==> run_1/layer_met1.png <==
Supply wires on this layer in grey.
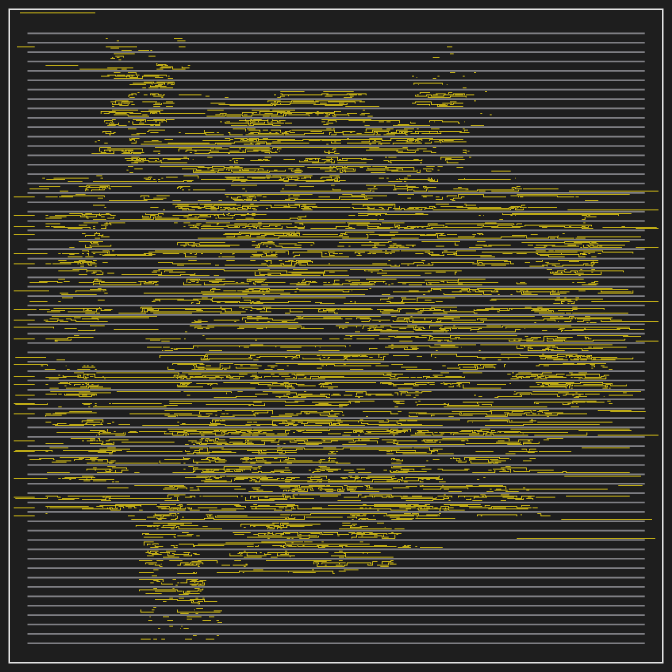
==> run_1/placement.png <==
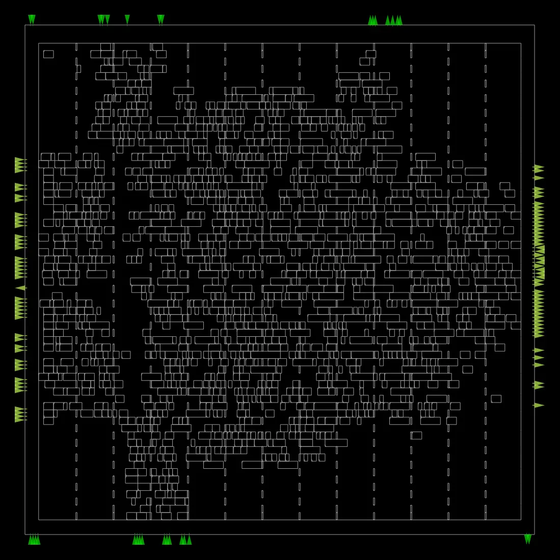
==> run_1/placement_by_type.png <==
Scale bar: 50 um. Fill, decap, tap and diode cells in grey.
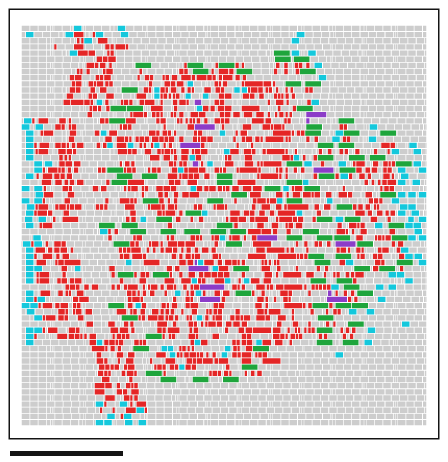
==> run_1/metal_density.png <==
38 x 38 tiles, from black (low) to pale yellow (high), scaled to the fullest tile. Values are wire area over tile area, all layers added.
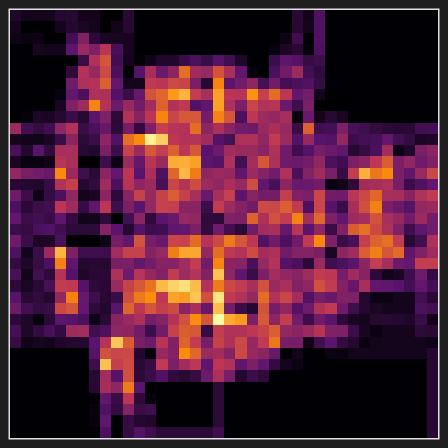
File: src/rtl/rpspmc_axis_pkg.sv
// Shared AXIS word layout for the two-channel ADC path: channel half selection,
// widths and the signed 16-bit saturation used after offset removal.
package rpspmc_axis_pkg;

  localparam int ADC_WIDTH        = 14;
  localparam int AXIS_DATA_WIDTH  = 16;
  localparam int AXIS_TDATA_WIDTH = 2 * AXIS_DATA_WIDTH;
  localparam int DEC_LOG2_MAX     = 4;
  localparam int ACC_WIDTH        = AXIS_DATA_WIDTH + DEC_LOG2_MAX;
  localparam int S16_MAX          = 32767;
  localparam int S16_MIN          = -32768;

  typedef enum logic {
    ST_IDLE  = 1'b0,
    ST_ACCUM = 1'b1
  } blk_state_t;

  function automatic logic [AXIS_DATA_WIDTH-1:0] upper_half(input logic [AXIS_TDATA_WIDTH-1:0] w);
    return w[AXIS_TDATA_WIDTH-1 -: AXIS_DATA_WIDTH];
  endfunction

  function automatic logic [AXIS_DATA_WIDTH-1:0] lower_half(input logic [AXIS_TDATA_WIDTH-1:0] w);
    return w[AXIS_DATA_WIDTH-1:0];
  endfunction

  // Input carries two guard bits so the raw difference never wraps.
  function automatic logic signed [AXIS_DATA_WIDTH-1:0] sat_s16(input logic signed [AXIS_DATA_WIDTH+1:0] x);
    if (x > S16_MAX)      return AXIS_DATA_WIDTH'(S16_MAX);
    else if (x < S16_MIN) return AXIS_DATA_WIDTH'(S16_MIN);
    else                  return AXIS_DATA_WIDTH'(x);
  endfunction

  function automatic logic is_sat_s16(input logic signed [AXIS_DATA_WIDTH+1:0] x);
    return (x > S16_MAX) || (x < S16_MIN);
  endfunction

endpackage

File: src/rtl/adc_dual_channel_decimator_if.sv
// AXI-Stream style handshake bundle used for the packed ADC input and the decimated output.
interface adc_dual_channel_decimator_if
  #(parameter int DATA_W = rpspmc_axis_pkg::AXIS_TDATA_WIDTH);

  logic [DATA_W-1:0] tdata;
  logic              tvalid;
  logic              tready;

  modport master (output tdata, output tvalid, input tready);
  modport slave  (input tdata, input tvalid, output tready);

endinterface

File: src/rtl/adc_channel_accum.sv
// One channel: sign-extend the ADC field, remove the offset with saturation,
// and accumulate a block; mean is the floor-shifted block sum including this sample.
module adc_channel_accum #(
  parameter int ADC_W   = rpspmc_axis_pkg::ADC_WIDTH,
  parameter int DATA_W  = rpspmc_axis_pkg::AXIS_DATA_WIDTH,
  parameter int ACC_W   = rpspmc_axis_pkg::ACC_WIDTH,
  parameter int SHIFT_W = 3
) (
  input  logic                     adc_clk,
  input  logic                     adc_rst,
  input  logic                     clear,
  input  logic                     accept,
  input  logic                     last_sample,
  input  logic [DATA_W-1:0]        sample_half,
  input  logic signed [DATA_W-1:0] offset,
  input  logic [SHIFT_W-1:0]       shift,
  output logic                     sat,
  output logic [DATA_W-1:0]        mean
);
  import rpspmc_axis_pkg::*;

  logic signed [DATA_W+1:0] ch_ext;
  logic signed [DATA_W+1:0] diff;
  logic signed [DATA_W-1:0] d;
  logic signed [ACC_W-1:0]  acc;
  logic signed [ACC_W-1:0]  sum;
  logic signed [ACC_W-1:0]  scaled;
  logic                     unused_guard;

  // Bits above the ADC field are padding in the packed word.
  assign unused_guard = ^sample_half[DATA_W-1:ADC_W];

  assign ch_ext = {{(DATA_W+2-ADC_W){sample_half[ADC_W-1]}}, sample_half[ADC_W-1:0]};
  assign diff   = ch_ext - (DATA_W+2)'(offset);
  assign d      = sat_s16(diff);
  assign sat    = is_sat_s16(diff);
  assign sum    = acc + ACC_W'(d);
  assign scaled = sum >>> shift;
  assign mean   = DATA_W'(scaled);

  always_ff @(posedge adc_clk) begin
    if (adc_rst || clear) begin
      acc <= '0;
    end else if (accept) begin
      acc <= last_sample ? '0 : sum;
    end
  end

endmodule

File: src/rtl/adc_dual_channel_decimator.sv
// Two-channel block-averaging decimator: unpacks the packed ADC word, removes
// per-channel offsets and emits one packed mean per 2^shift accepted samples.
//
//   state    | meaning
//   ST_IDLE  | block logic cleared; latches shift when enable is high
//   ST_ACCUM | accumulating; block end reloads output and re-latches shift
module adc_dual_channel_decimator #(
  parameter int ADC_WIDTH        = rpspmc_axis_pkg::ADC_WIDTH,
  parameter int AXIS_DATA_WIDTH  = rpspmc_axis_pkg::AXIS_DATA_WIDTH,
  parameter int AXIS_TDATA_WIDTH = rpspmc_axis_pkg::AXIS_TDATA_WIDTH,
  parameter int DEC_LOG2_MAX     = rpspmc_axis_pkg::DEC_LOG2_MAX
) (
  input  logic                              adc_clk,
  input  logic                              adc_rst,
  input  logic                              enable,
  input  logic [2:0]                        dec_log2,
  input  logic signed [AXIS_DATA_WIDTH-1:0] offset_ch1,
  input  logic signed [AXIS_DATA_WIDTH-1:0] offset_ch2,
  adc_dual_channel_decimator_if.slave       s_axis,
  adc_dual_channel_decimator_if.master      m_axis,
  output logic                              sat_flag,
  output logic [15:0]                       drop_count
);
  import rpspmc_axis_pkg::*;

  localparam int ACC_W = AXIS_DATA_WIDTH + DEC_LOG2_MAX;

  blk_state_t                  state_q, state_d;
  logic [2:0]                  shift_q;
  logic [2:0]                  shift_clamped;
  logic [DEC_LOG2_MAX-1:0]     cnt_q;
  logic [DEC_LOG2_MAX-1:0]     last_cnt;
  logic                        at_last;
  logic                        s_ready;
  logic                        accept;
  logic                        final_smp;
  logic                        clear_blk;
  logic                        sat_ch1, sat_ch2;
  logic [AXIS_DATA_WIDTH-1:0]  mean_ch1, mean_ch2;
  logic                        m_valid_q;
  logic [AXIS_TDATA_WIDTH-1:0] m_data_q;

  assign shift_clamped = (int'(dec_log2) > DEC_LOG2_MAX) ? 3'(DEC_LOG2_MAX) : dec_log2;
  assign last_cnt      = DEC_LOG2_MAX'((1 << shift_q) - 1);
  assign at_last       = (cnt_q == last_cnt);

  // Only the block's final sample needs the output register free.
  assign s_ready   = enable && (state_q == ST_ACCUM) && !(at_last && m_valid_q && !m_axis.tready);
  assign accept    = s_axis.tvalid && s_ready;
  assign final_smp = accept && at_last;
  assign clear_blk = (state_q == ST_IDLE) || !enable;

  assign s_axis.tready = s_ready;
  assign m_axis.tvalid = m_valid_q;
  assign m_axis.tdata  = m_data_q;

  always_ff @(posedge adc_clk) begin
    if (adc_rst) state_q <= ST_IDLE;
    else         state_q <= state_d;
  end

  always_comb begin
    state_d = state_q;
    case (state_q)
      ST_IDLE:  if (enable)  state_d = ST_ACCUM;
      ST_ACCUM: if (!enable) state_d = ST_IDLE;
      default:  state_d = ST_IDLE;
    endcase
  end

  always_ff @(posedge adc_clk) begin
    if (adc_rst) begin
      shift_q <= '0;
      cnt_q   <= '0;
    end else if (state_q == ST_IDLE) begin
      cnt_q <= '0;
      if (enable) shift_q <= shift_clamped;
    end else if (!enable) begin
      cnt_q <= '0;
    end else if (final_smp) begin
      cnt_q   <= '0;
      shift_q <= shift_clamped;
    end else if (accept) begin
      cnt_q <= cnt_q + DEC_LOG2_MAX'(1);
    end
  end

  adc_channel_accum #(
    .ADC_W(ADC_WIDTH), .DATA_W(AXIS_DATA_WIDTH), .ACC_W(ACC_W), .SHIFT_W(3)
  ) u_ch1 (
    .adc_clk(adc_clk), .adc_rst(adc_rst), .clear(clear_blk), .accept(accept),
    .last_sample(at_last), .sample_half(upper_half(s_axis.tdata)), .offset(offset_ch1),
    .shift(shift_q), .sat(sat_ch1), .mean(mean_ch1)
  );

  adc_channel_accum #(
    .ADC_W(ADC_WIDTH), .DATA_W(AXIS_DATA_WIDTH), .ACC_W(ACC_W), .SHIFT_W(3)
  ) u_ch2 (
    .adc_clk(adc_clk), .adc_rst(adc_rst), .clear(clear_blk), .accept(accept),
    .last_sample(at_last), .sample_half(lower_half(s_axis.tdata)), .offset(offset_ch2),
    .shift(shift_q), .sat(sat_ch2), .mean(mean_ch2)
  );

  // Reload has priority so a drain and a new word can share one cycle.
  always_ff @(posedge adc_clk) begin
    if (adc_rst) begin
      m_valid_q <= 1'b0;
      m_data_q  <= '0;
    end else if (final_smp) begin
      m_valid_q <= 1'b1;
      m_data_q  <= {mean_ch1, mean_ch2};
    end else if (m_valid_q && m_axis.tready) begin
      m_valid_q <= 1'b0;
      m_data_q  <= '0;
    end
  end

  always_ff @(posedge adc_clk) begin
    if (adc_rst) begin
      sat_flag   <= 1'b0;
      drop_count <= '0;
    end else begin
      if (accept && (sat_ch1 || sat_ch2)) sat_flag <= 1'b1;
      if (s_axis.tvalid && !s_ready && (drop_count != 16'hFFFF)) drop_count <= drop_count + 16'd1;
    end
  end

endmodule

File: src/flat_wrapper.sv
// flat-port wrapper written by rule: the top's interface ports become plain ports
module adc_dual_channel_decimator_flat import rpspmc_axis_pkg::*;
#(
  parameter int ADC_WIDTH        = rpspmc_axis_pkg::ADC_WIDTH,
  parameter int AXIS_DATA_WIDTH  = rpspmc_axis_pkg::AXIS_DATA_WIDTH,
  parameter int AXIS_TDATA_WIDTH = rpspmc_axis_pkg::AXIS_TDATA_WIDTH,
  parameter int DEC_LOG2_MAX     = rpspmc_axis_pkg::DEC_LOG2_MAX
)
  (adc_clk, adc_rst, enable, dec_log2, offset_ch1, offset_ch2, sat_flag, drop_count, s_axis_tdata, s_axis_tvalid, s_axis_tready, m_axis_tdata, m_axis_tvalid, m_axis_tready);
  adc_dual_channel_decimator_if #(.DATA_W(AXIS_TDATA_WIDTH)) s_axis_i ();
  adc_dual_channel_decimator_if #(.DATA_W(AXIS_TDATA_WIDTH)) m_axis_i ();
  input  logic adc_clk;
  input  logic adc_rst;
  input  logic enable;
  input  logic [2:0] dec_log2;
  input  logic signed [AXIS_DATA_WIDTH-1:0] offset_ch1;
  input  logic signed [AXIS_DATA_WIDTH-1:0] offset_ch2;
  output logic sat_flag;
  output logic [15:0] drop_count;
  input wire logic [$bits(s_axis_i.tdata)-1:0] s_axis_tdata;
  input wire logic [$bits(s_axis_i.tvalid)-1:0] s_axis_tvalid;
  output wire logic [$bits(s_axis_i.tready)-1:0] s_axis_tready;
  output wire logic [$bits(m_axis_i.tdata)-1:0] m_axis_tdata;
  output wire logic [$bits(m_axis_i.tvalid)-1:0] m_axis_tvalid;
  input wire logic [$bits(m_axis_i.tready)-1:0] m_axis_tready;
  assign s_axis_i.tdata = s_axis_tdata;
  assign s_axis_i.tvalid = s_axis_tvalid;
  assign s_axis_tready = s_axis_i.tready;
  assign m_axis_tdata = m_axis_i.tdata;
  assign m_axis_tvalid = m_axis_i.tvalid;
  assign m_axis_i.tready = m_axis_tready;
  adc_dual_channel_decimator #(.ADC_WIDTH(ADC_WIDTH), .AXIS_DATA_WIDTH(AXIS_DATA_WIDTH), .AXIS_TDATA_WIDTH(AXIS_TDATA_WIDTH), .DEC_LOG2_MAX(DEC_LOG2_MAX)) u_core (.adc_clk(adc_clk), .adc_rst(adc_rst), .enable(enable), .dec_log2(dec_log2), .offset_ch1(offset_ch1), .offset_ch2(offset_ch2), .s_axis(s_axis_i), .m_axis(m_axis_i), .sat_flag(sat_flag), .drop_count(drop_count));
endmodule
File: config.mk
export PLATFORM = sky130hd
export DESIGN_NAME = adc_dual_channel_decimator_flat
export DESIGN_NICKNAME = d
export VERILOG_FILES = /design/src/rtl/rpspmc_axis_pkg.sv /design/src/rtl/adc_dual_channel_decimator_if.sv /design/src/rtl/adc_channel_accum.sv /design/src/rtl/adc_dual_channel_decimator.sv /design/src/flat_wrapper.sv
export SDC_FILE = /design/constraint.sdc
export NUM_CORES = 1
export LEC_CHECK = 0
export CORE_MARGIN = 5
export CORE_UTILIZATION = 30
export DETAILED_ROUTE_END_ITERATION = 7
export PLACE_DENSITY_LB_ADDON = 0.3
export SYNTH_ARGS = -nofsm -noshare
export SYNTH_HDL_FRONTEND = slang
export SYNTH_HIERARCHICAL = 1
export SYNTH_SLANG_ARGS = --single-unit
export TNS_END_PERCENT = 50
File: constraint.sdc
create_clock -name adc_clk -period 6.35 [get_ports adc_clk]
set_input_delay 0.635 -clock adc_clk [delete_from_list [all_inputs] [get_ports adc_clk]]
set_output_delay 0.635 -clock adc_clk [all_outputs]
set_load 0.01 [all_outputs]
==> run_results.csv, run 1 <==
group,metric,value,unit
detailed_routing,avgRoutedWirePerCell,14.94,um
finish,comb_area,0.007141,sq mm
finish,drive_gt1_share,9.486,%
clocking,cts.sinks,98,
worst_setup_path,slowest_stage,"clkdlybuf4s50_1",
timing,worst_pin_slew,0.9353,ns
worst_setup_path,worstSetupEndpoint,"u_core/m_axis.tdata[24]$_SDFFE_PP0P_",
timing,hold_violations,0,
finish,largest_reg_flops,32,
worst_setup_path,crit_path_start,"offset_ch1[1]",
pwr,leakage,4.655,nW
placement,io_buffers,118,
timing,tns,0,ns
yosys,synth_flop_count,98,
floorplan,die-area,0.03573,sq mm
pwr,clkPwrFrac,23.3,%
finish,n_antenna_cell,0,
detailed_routing,avgViaCountPerCell,5.178,
yosys,ys_sh_xor,5.088,%
yosys,yosys_warnings,6,
finish,seq_area_share,16.78,%
timing,setup_viol,0,
yosys,adder_share,10.75,%
run,drv_cap,0,
clocking,numCtsBuffers,9,
run_status,status,"finished, final reports clean",
yosys,mux_share,9.058,%
global_route,use_met3,1.770,%
detailed_routing,drc_errors,0,
finish,logic_gate_count,1034,
worst_setup_path,path_buffers,3,
worst_setup_path,rrSetupSlack,2.64,ns
placement,gp_congestion,0.8524,
finish,inverters,67,
detailed_routing,drt-initial-drc-count,417,
pwr,power_leader,"combinational cells",
pwr,combPwrFrac,49.6,%
worst_setup_path,worstPathArrival,6.12,ns
worst_setup_path,regToRegStartpoint,"u_core/shift_q[0]$_SDFFE_PP0P_",
floorplan,io_pins,123,
yosys,compound_area_share,23.33,%
finish,nClkBuffers,10,
timing,worst_clock_skew,0.01150,ns
placement,place_hpwl,20910,um
worst_setup_path,critical_path_depth,22,
finish,final-clk-cell-share,2.440,%
worst_setup_path,timing.rr.end,"u_core/u_ch2/acc[15]$_SDFFE_PP0P_",
pwr,p_clk,0.000543,W
worst_setup_path,required,6.56,ns
timing,holdWs,0.4532,ns
global_route,grtUsageMet2,21.27,%
pwr,power_density,199.4,mW/mm^2
worst_setup_path,startpoint_type,"input port",
finish,buf_share,13.25,%
finish,regArea,0.001962,sq mm
pwr,comb_power,0.00116,W
worst_setup_path,worstSetupPathType,"input port to flip-flop",
global_route,grt.busiest_layer,"met1",
finish,lay_top_cells,"118 x clkdlybuf4s50_1, 118 x nand2_1, 113 x a21oi_1, 108 x nor2_1, 98 x dfxtp_1",
hold_path,hp-start,"u_core/sat_flag$_SDFFE_PP0P_",
run,warnings,30,
global_route,antenna_found_initial,0,
hold_path,hold_depth,2,
yosys,floorplan.nets,1410,
finish,largest_class,"combinational gates",
yosys,yosys_cells,1261,
clocking,clk-insertion-delay-late,0.35,ns
clocking,cts_setup_buffers,0,
worst_setup_path,worstPathMaxFanout,10,
detailed_routing,drt-met1-wl,14610,um
floorplan,fp_util,30.39,%
finish,comb_share,61.08,%
yosys,yosysChipArea,0.009614,sq mm
yosys,synthArstFlopShare,0,%
clocking,cts_tree,"done",
timing,slew_headroom,37.65,%
detailed_routing,route.met3.wl,1106,um
worst_setup_path,slowest_delay,0.53,ns
yosys,synthCells,1261,
finish,layout.nets,1526,
global_route,grtUsageTotal,14.44,%
timing,finalCriticalPeriod,5.911,ns
detailed_routing,drt-total-wl,26640,um
pwr,pg_seq,0.000633,W
timing,grt_setup_unrepaired,"no",
clocking,root_buffer,"clkbuf_16",
pwr,worst_ir_drop_vdd,85.58,uV
worst_setup_path,rr_worst_depth,11,
clocking,clk_pin_slew,0.07,ns
hold_path,hp-class,"flip-flop to flip-flop",
finish,areaGrowthSynthToFinish,21.60,%
detailed_routing,drt-pass1-iter-count,4,
hold_path,whs_endpoint,"u_core/sat_flag$_SDFFE_PP0P_",
global_route,grt_start_max_net_pins,67,
clocking,cts_hold_repair.buffers,0,
yosys,avgSynthCellArea,7.624,sq um
global_route,use_met1,22.30,%
yosys,postSynthSeqShare,20.41,%
global_route,grt.overflow.total,0,
global_route,first_global_vias,8799,
yosys,syn_area,0.009614,sq mm
detailed_routing,ant_nets,0,
worst_setup_path,critPathTopFamily,"AND-OR/OR-AND gates",
pwr,p_int,0.001432,W
clocking,cts-resized-gates,0,
pwr,switchingPower,0.0008991,W
detailed_routing,vias,9232,
global_route,grt_pass1_wl,43790,um
timing,period_used_share,93.09,%
pwr,p_sw_share,38.56,%
yosys,flop_cell,"dfxtp_1",
yosys,simple_gate_area_share,25.65,%
clocking,htreeDepth,3,
timing,max_freq,169.2,MHz
worst_setup_path,crit_path_cell_trace,"clkdlybuf4s50_1 > inv_1 > ha_1 > nor2b_1 > o31a_1 > or3_1 > a41o_1 > a211o_1 > o311ai_2 > nand2_2 > buf_4 > a21oi_1 > ha_1 > a21o_1 > nor3_1 > a21boi_0 > o21ai_0 > o2111ai_1 > mux2_4 > mux4_2 > nand2_1 > o21ai_0",
yosys,edf_count,0,
worst_setup_path,critPathCaptureType,"flip-flop",
timing,drv_slew,0,
detailed_routing,wl_met2,10650,um
About layer_met1.png:
share of all routed wire	55%
nets with wire on the layer	1450

About placement.png:
core area: 0.03164 sq mm
fin util: 36.95%
# rows: 65
tap cells: 402
flip-flops: 98

About placement_by_type.png:
class	colour	cells	share of their area
combinational and other logic	red	1101	66%
other buffers and delay cells	cyan	167	14%
flops	green	98	18%
clock drivers and dummy loads	purple	15	2.5%

About metal_density.png:
nearly empty tiles	28%
fullest tile	0.50
mean over tiles	0.12
tiles over half the peak	13%
densest ninth of the die	middle

## run 1: stage by stage
stage	area (sq um)	worst slack [ns]	power, W	std cells
final	11690	0.4387	0.002331	1783
after detailed placement	11400	0.06355	0.001787	1768
after global routing	11690	0.007206	0.002499	1783
after global placement	11400	0.1759	0.001775	1768
after floorplan	9614	1.110	0.001455	1261
after CTS	11690	0.4139	0.002347	1783
## run 1: synthesized netlist by cell type (25+ instances only)
library cell  count  area share (%)
clkbuf_1         38             1.5
dfxtp_1          98              20
nand3_1          53             2.8
nor2b_1          57             3.7
nor2_1          108             4.2
inv_1            62             2.4
a21oi_1         114             5.9
xnor2_1          41             3.7
nor3_1           25             1.3
ha_1             73             9.5
o21ai_0          72             3.7
nand2_1         118             4.6
==> run_1/wires.png <==
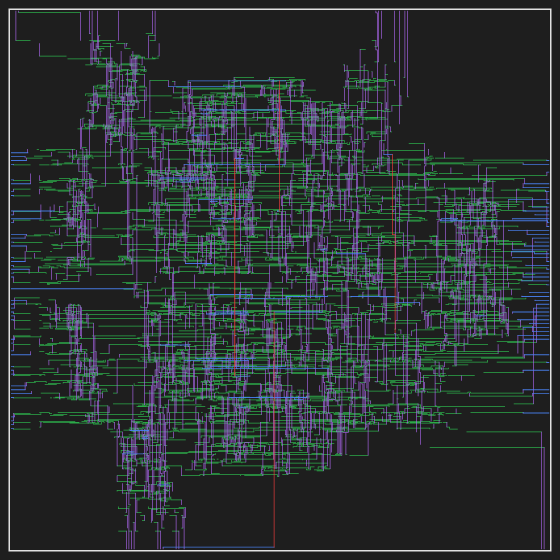

==> run 1 -> run 2 <==
--- a/config.mk
+++ b/config.mk
@@ -5,7 +5,7 @@
 export SDC_FILE = /design/constraint.sdc
 export NUM_CORES = 1
 export LEC_CHECK = 0
-export CORE_MARGIN = 5
+export CORE_MARGIN = 1.5
 export CORE_UTILIZATION = 30
 export DETAILED_ROUTE_END_ITERATION = 7
 export PLACE_DENSITY_LB_ADDON = 0.3
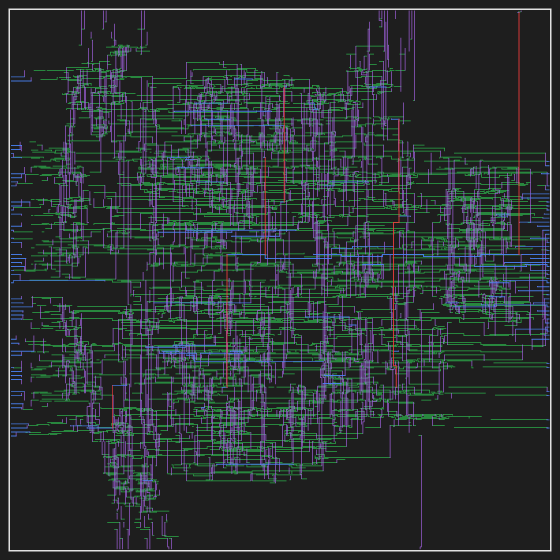
(run_2/wires.png)
layer	colour	wire length
metal 3	blue	1050 um
metal 1	green	14400 um
metal 2	purple	10300 um
metal 4	red	305 um

==> run_results.csv, run 2 <==
group,metric,value,unit
yosys,edf_count,0,
floorplan,placementRows,65,
yosys,compound_area_share,23.33,%
floorplan,fp_util,30.47,%
yosys,top_cells_by_area,"dfxtp_1 20%, ha_1 9.5%, a21oi_1 5.9%, nand2_1 4.6%, mux4_2 4.2%",
worst_setup_path,crit_path_start,"offset_ch2[1]",
yosys,common_cells,"118 x nand2_1, 114 x a21oi_1, 108 x nor2_1, 98 x dfxtp_1, 73 x ha_1",
pwr,power_density,201.1,mW/mm^2
detailed_routing,drt-initial-drc-count,438,
placement,dp_slack,0.1963,ns
hold_path,hp-class,"flip-flop to flip-flop",
worst_setup_path,critPathCaptureType,"flip-flop",
detailed_routing,route.met3.wl,1051,um
pwr,p_clk,0.000573,W
placement,io_buffers,118,
global_route,grtUsageMet2,22.71,%
global_route,antenna_found_initial,0,
detailed_routing,drt-total-wl,26070,um
global_route,grt.busiest_layer,"met1",
worst_setup_path,rr_worst_depth,10,
clocking,cts_setup_buffers,0,
worst_setup_path,regToRegStartpoint,"u_core/shift_q[0]$_SDFFE_PP0P_",
timing,slew_headroom,37.80,%
pwr,pg_seq,0.000634,W
hold_path,whs_endpoint,"u_core/sat_flag$_SDFFE_PP0P_",
global_route,grt_start_max_net_pins,67,
yosys,flop_cell,"dfxtp_1",
global_route,grt.overflow.total,0,
placement,gp_congestion,0.8616,
worst_setup_path,crit_path_cell_trace,"clkdlybuf4s50_1 > inv_1 > ha_1 > nor2b_1 > o31a_1 > or3_1 > a41o_1 > a211o_1 > o311ai_2 > nor2_2 > o31ai_1 > ha_1 > nand3_1 > a2bb2oi_1 > a211oi_1 > buf_4 > nor3_1 > nor3_1 > buf_4 > xnor2_1 > o22ai_1 > o22ai_1 > nand2_1 > o21ai_0",
pwr,leakage,4.743,nW
timing,tns,0,ns
worst_setup_path,worstSetupEndpoint,"u_core/m_axis.tdata[12]$_SDFFE_PP0P_",
timing,worst_pin_slew,0.9330,ns
yosys,synth_flop_count,98,
yosys,most_common_cell,"nand2_1",
worst_setup_path,worstPathArrival,6.08,ns
clocking,cts-resized-gates,0,
detailed_routing,avgViaCountPerCell,5.212,
finish,post-route-util,37.48,%
yosys,simple_gate_area_share,25.65,%
run_status,status,"finished, final reports clean",
yosys,synthCells,1261,
timing,hold_violations,0,
run,drv_cap,0,
placement,place_inst,1785,
pwr,p_int,0.001459,W
timing,holdWs,0.4688,ns
global_route,grt_pass1_wl,42820,um
worst_setup_path,critPathTopFamily,"AND-OR/OR-AND gates",
worst_setup_path,slowest_delay,0.51,ns
yosys,mux_share,9.058,%
detailed_routing,ant_nets,0,
detailed_routing,avgRoutedWirePerCell,14.48,um
detailed_routing,drt-met1-wl,14390,um
pwr,combPwrFrac,49.2,%
timing,drv_slew,0,
pwr,switchingPower,0.0009194,W
pwr,power_leader,"combinational cells",
worst_setup_path,required,6.63,ns
detailed_routing,vias,9387,
worst_setup_path,timing.rr.end,"u_core/u_ch2/acc[10]$_SDFFE_PP0P_",
finish,regArea,0.001962,sq mm
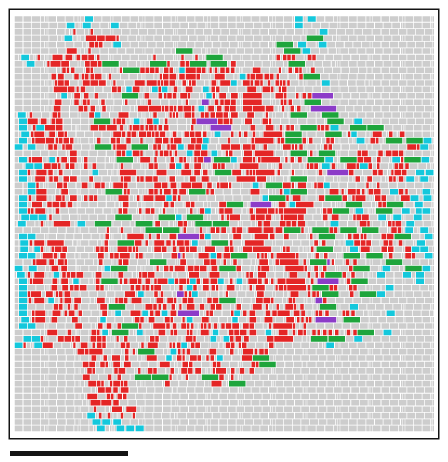
(run_2/placement_by_type.png)
Scale bar: 50 um. Fill, decap, tap and diode cells in grey.
class	colour	cells	share of their area
clock drivers and dummy loads	purple	16	2.6%
other buffers and delay cells	cyan	184	15%
combinational and other logic	red	1101	65%
flops	green	98	17%

==> run 2: cell types whose count changed in the layout (fill, tap and decap cells not counted) <==
cell	delta
buf_4	+17
clkinv_4	+3
clkinv_2	-2
clkbuf_1	+1
clkinvlp_4	-1
nor2_2	+1
nor2_4	-1
==> run 2: final cells by class <==
| type | count | share of cell area [%] |
|---|---|---|
| clock buffers | 11 | 1.968 |
| multi-input cells | 1034 | 60.34 |
| repair buffers | 184 | 14.18 |
| clock inverters | 5 | 0.5502 |
| well taps | 402 | 4.253 |
| inverters | 67 | 2.127 |
| flip-flops and latches | 98 | 16.59 |
==> run 2 -> run 3 <==
--- a/config.mk
+++ b/config.mk
@@ -11,6 +11,5 @@
 export PLACE_DENSITY_LB_ADDON = 0.3
 export SYNTH_ARGS = -nofsm -noshare
 export SYNTH_HDL_FRONTEND = slang
-export SYNTH_HIERARCHICAL = 1
 export SYNTH_SLANG_ARGS = --single-unit
 export TNS_END_PERCENT = 50
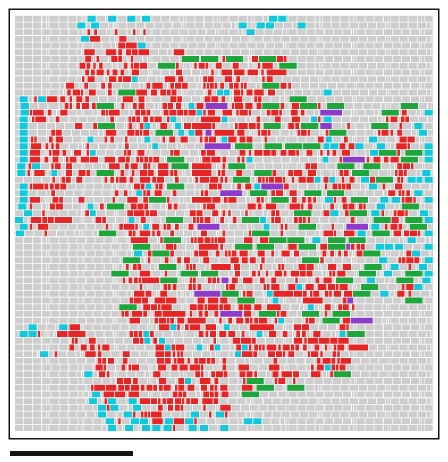
(run_3/placement_by_type.png)
Scale bar: 50 um. Fill, decap, tap and diode cells in grey.
class	colour	cells	share of their area
combinational and other logic	red	951	63%
clock drivers and dummy loads	purple	16	3.2%
other buffers and delay cells	cyan	171	15%
flops	green	98	19%

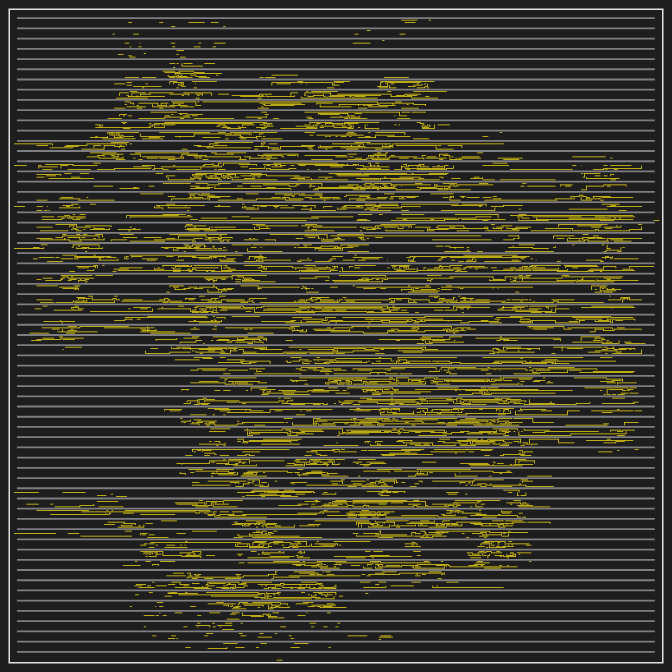
(run_3/layer_met1.png)
Supply wires on this layer in grey.
main direction	horizontal
nets with wire on the layer	1284
longest straight run	46.5 um
wire length on this layer	12500 um

==> run_results.csv, run 3 <==
group,metric,value,unit
run_status,status,"finished, final reports clean",
floorplan,placementRows,62,
global_route,antenna_found_initial,0,
pwr,leakage,4.431,nW
finish,post-route-util,37.91,%
placement,gp_congestion,0.8611,
finish,n_antenna_cell,0,
global_route,grt_start_max_net_pins,54,
run,drv_cap,0,
floorplan,fp_util,30.48,%
finish,fillers,2980,
global_route,use_met3,2.039,%
clocking,root_buffer,"clkbuf_16",
detailed_routing,drt-initial-drc-count,510,
detailed_routing,avgRoutedWirePerCell,15.23,um
detailed_routing,drt-total-wl,24670,um
yosys,mux_share,5.995,%
hold_path,whs_endpoint,"u_core.m_axis.tdata[18]$_SDFFE_PP0P_",
timing,hold_violations,0,
worst_setup_path,worstSetupEndpoint,"u_core.m_axis.tdata[27]$_SDFFE_PP0P_",
timing,worst_pin_slew,1.143,ns
yosys,simple_gate_area_share,17.95,%
hold_path,hp-class,"flip-flop to flip-flop",
yosys,compound_area_share,26.90,%
timing,tns,0,ns
finish,design_area,0.01085,sq mm
worst_setup_path,critPathTopFamily,"AND-OR/OR-AND gates",
global_route,grt_pass1_wl,40560,um
timing,holdWs,0.4629,ns
yosys,top_cells_by_area,"dfxtp_1 22%, ha_1 11%, a21oi_1 6.0%, nor2_1 5.2%, xnor2_1 4.3%",
yosys,common_cells,"121 x nor2_1, 104 x a21oi_1, 98 x dfxtp_1, 86 x nand2_1, 75 x ha_1",
pwr,power_density,198.0,mW/mm^2
finish,comb_area,0.006267,sq mm
yosys,most_common_cell,"nor2_1",
detailed_routing,drt-met1-wl,12500,um
timing,drv_slew,0,
finish,largest_reg_flops,32,
worst_setup_path,path_buffers,4,
detailed_routing,avgViaCountPerCell,5.151,
finish,regArea,0.001962,sq mm
detailed_routing,route.met3.wl,1149,um
worst_setup_path,crit_path_cell_trace,"clkdlybuf4s50_1 > inv_1 > ha_1 > nor2b_1 > o21a_1 > o21ai_0 > a22o_1 > o211a_1 > or3b_2 > nand3_1 > nor2_1 > o21ai_0 > ha_1 > o211ai_1 > a21oi_1 > o41ai_1 > buf_4 > o211ai_1 > buf_4 > or4b_2 > o311a_1 > nand3_1 > o2111ai_1 > o211ai_1",
placement,dp_slack,0.02266,ns
detailed_routing,vias,8345,
worst_setup_path,slowest_delay,0.63,ns
finish,areaGrowthSynthToFinish,24.39,%
yosys,edf_count,0,
yosys,synth_flop_count,98,
global_route,grt.busiest_layer,"met2",
worst_setup_path,timing.rr.end,"u_core.u_ch2.acc[19]$_SDFFE_PP0P_",
worst_setup_path,required,6.63,ns
worst_setup_path,critPathCaptureType,"flip-flop",
floorplan,die-area,0.03011,sq mm
placement,io_buffers,118,
global_route,grtUsageMet2,26.47,%
detailed_routing,ant_nets,0,
yosys,synthCells,1103,
worst_setup_path,rr_worst_depth,11,
worst_setup_path,regToRegStartpoint,"u_core.shift_q[2]$_SDFFE_PP0P_",
yosys,flop_cell,"dfxtp_1",
timing,slew_headroom,23.55,%
global_route,grt.overflow.total,0,
worst_setup_path,crit_path_start,"offset_ch1[1]",
run 3: repair_timing:
| item | 4_1_cts | 5_1_grt |
|---|---|---|
| gates resized | 0 | 0 |
| hold buffers | 0 | 0 |
| endpoints found under the setup margin | 0 | 1 |
| buffers inserted | 0 | 1 |
run 3: cell type report:
cell class                 instances  share of cell area, %
timing repair buffer             171                  14.55
clock inverter                     6                 0.8185
multi-input combinational        888                  57.75
sequential                        98                  18.08
clock buffer                      10                  2.202
inverter                          63                  2.179
tap                              384                  4.427
run 3: where the power goes:
part / switching [W] / internal, W / total [W]
Clock: 0.000265 / 0.000357 / 0.000623
Sequential: 0.0000106 / 0.000623 / 0.000633
Combinational: 0.000496 / 0.000397 / 0.000893
Power is estimated from default activity; no workload was simulated.
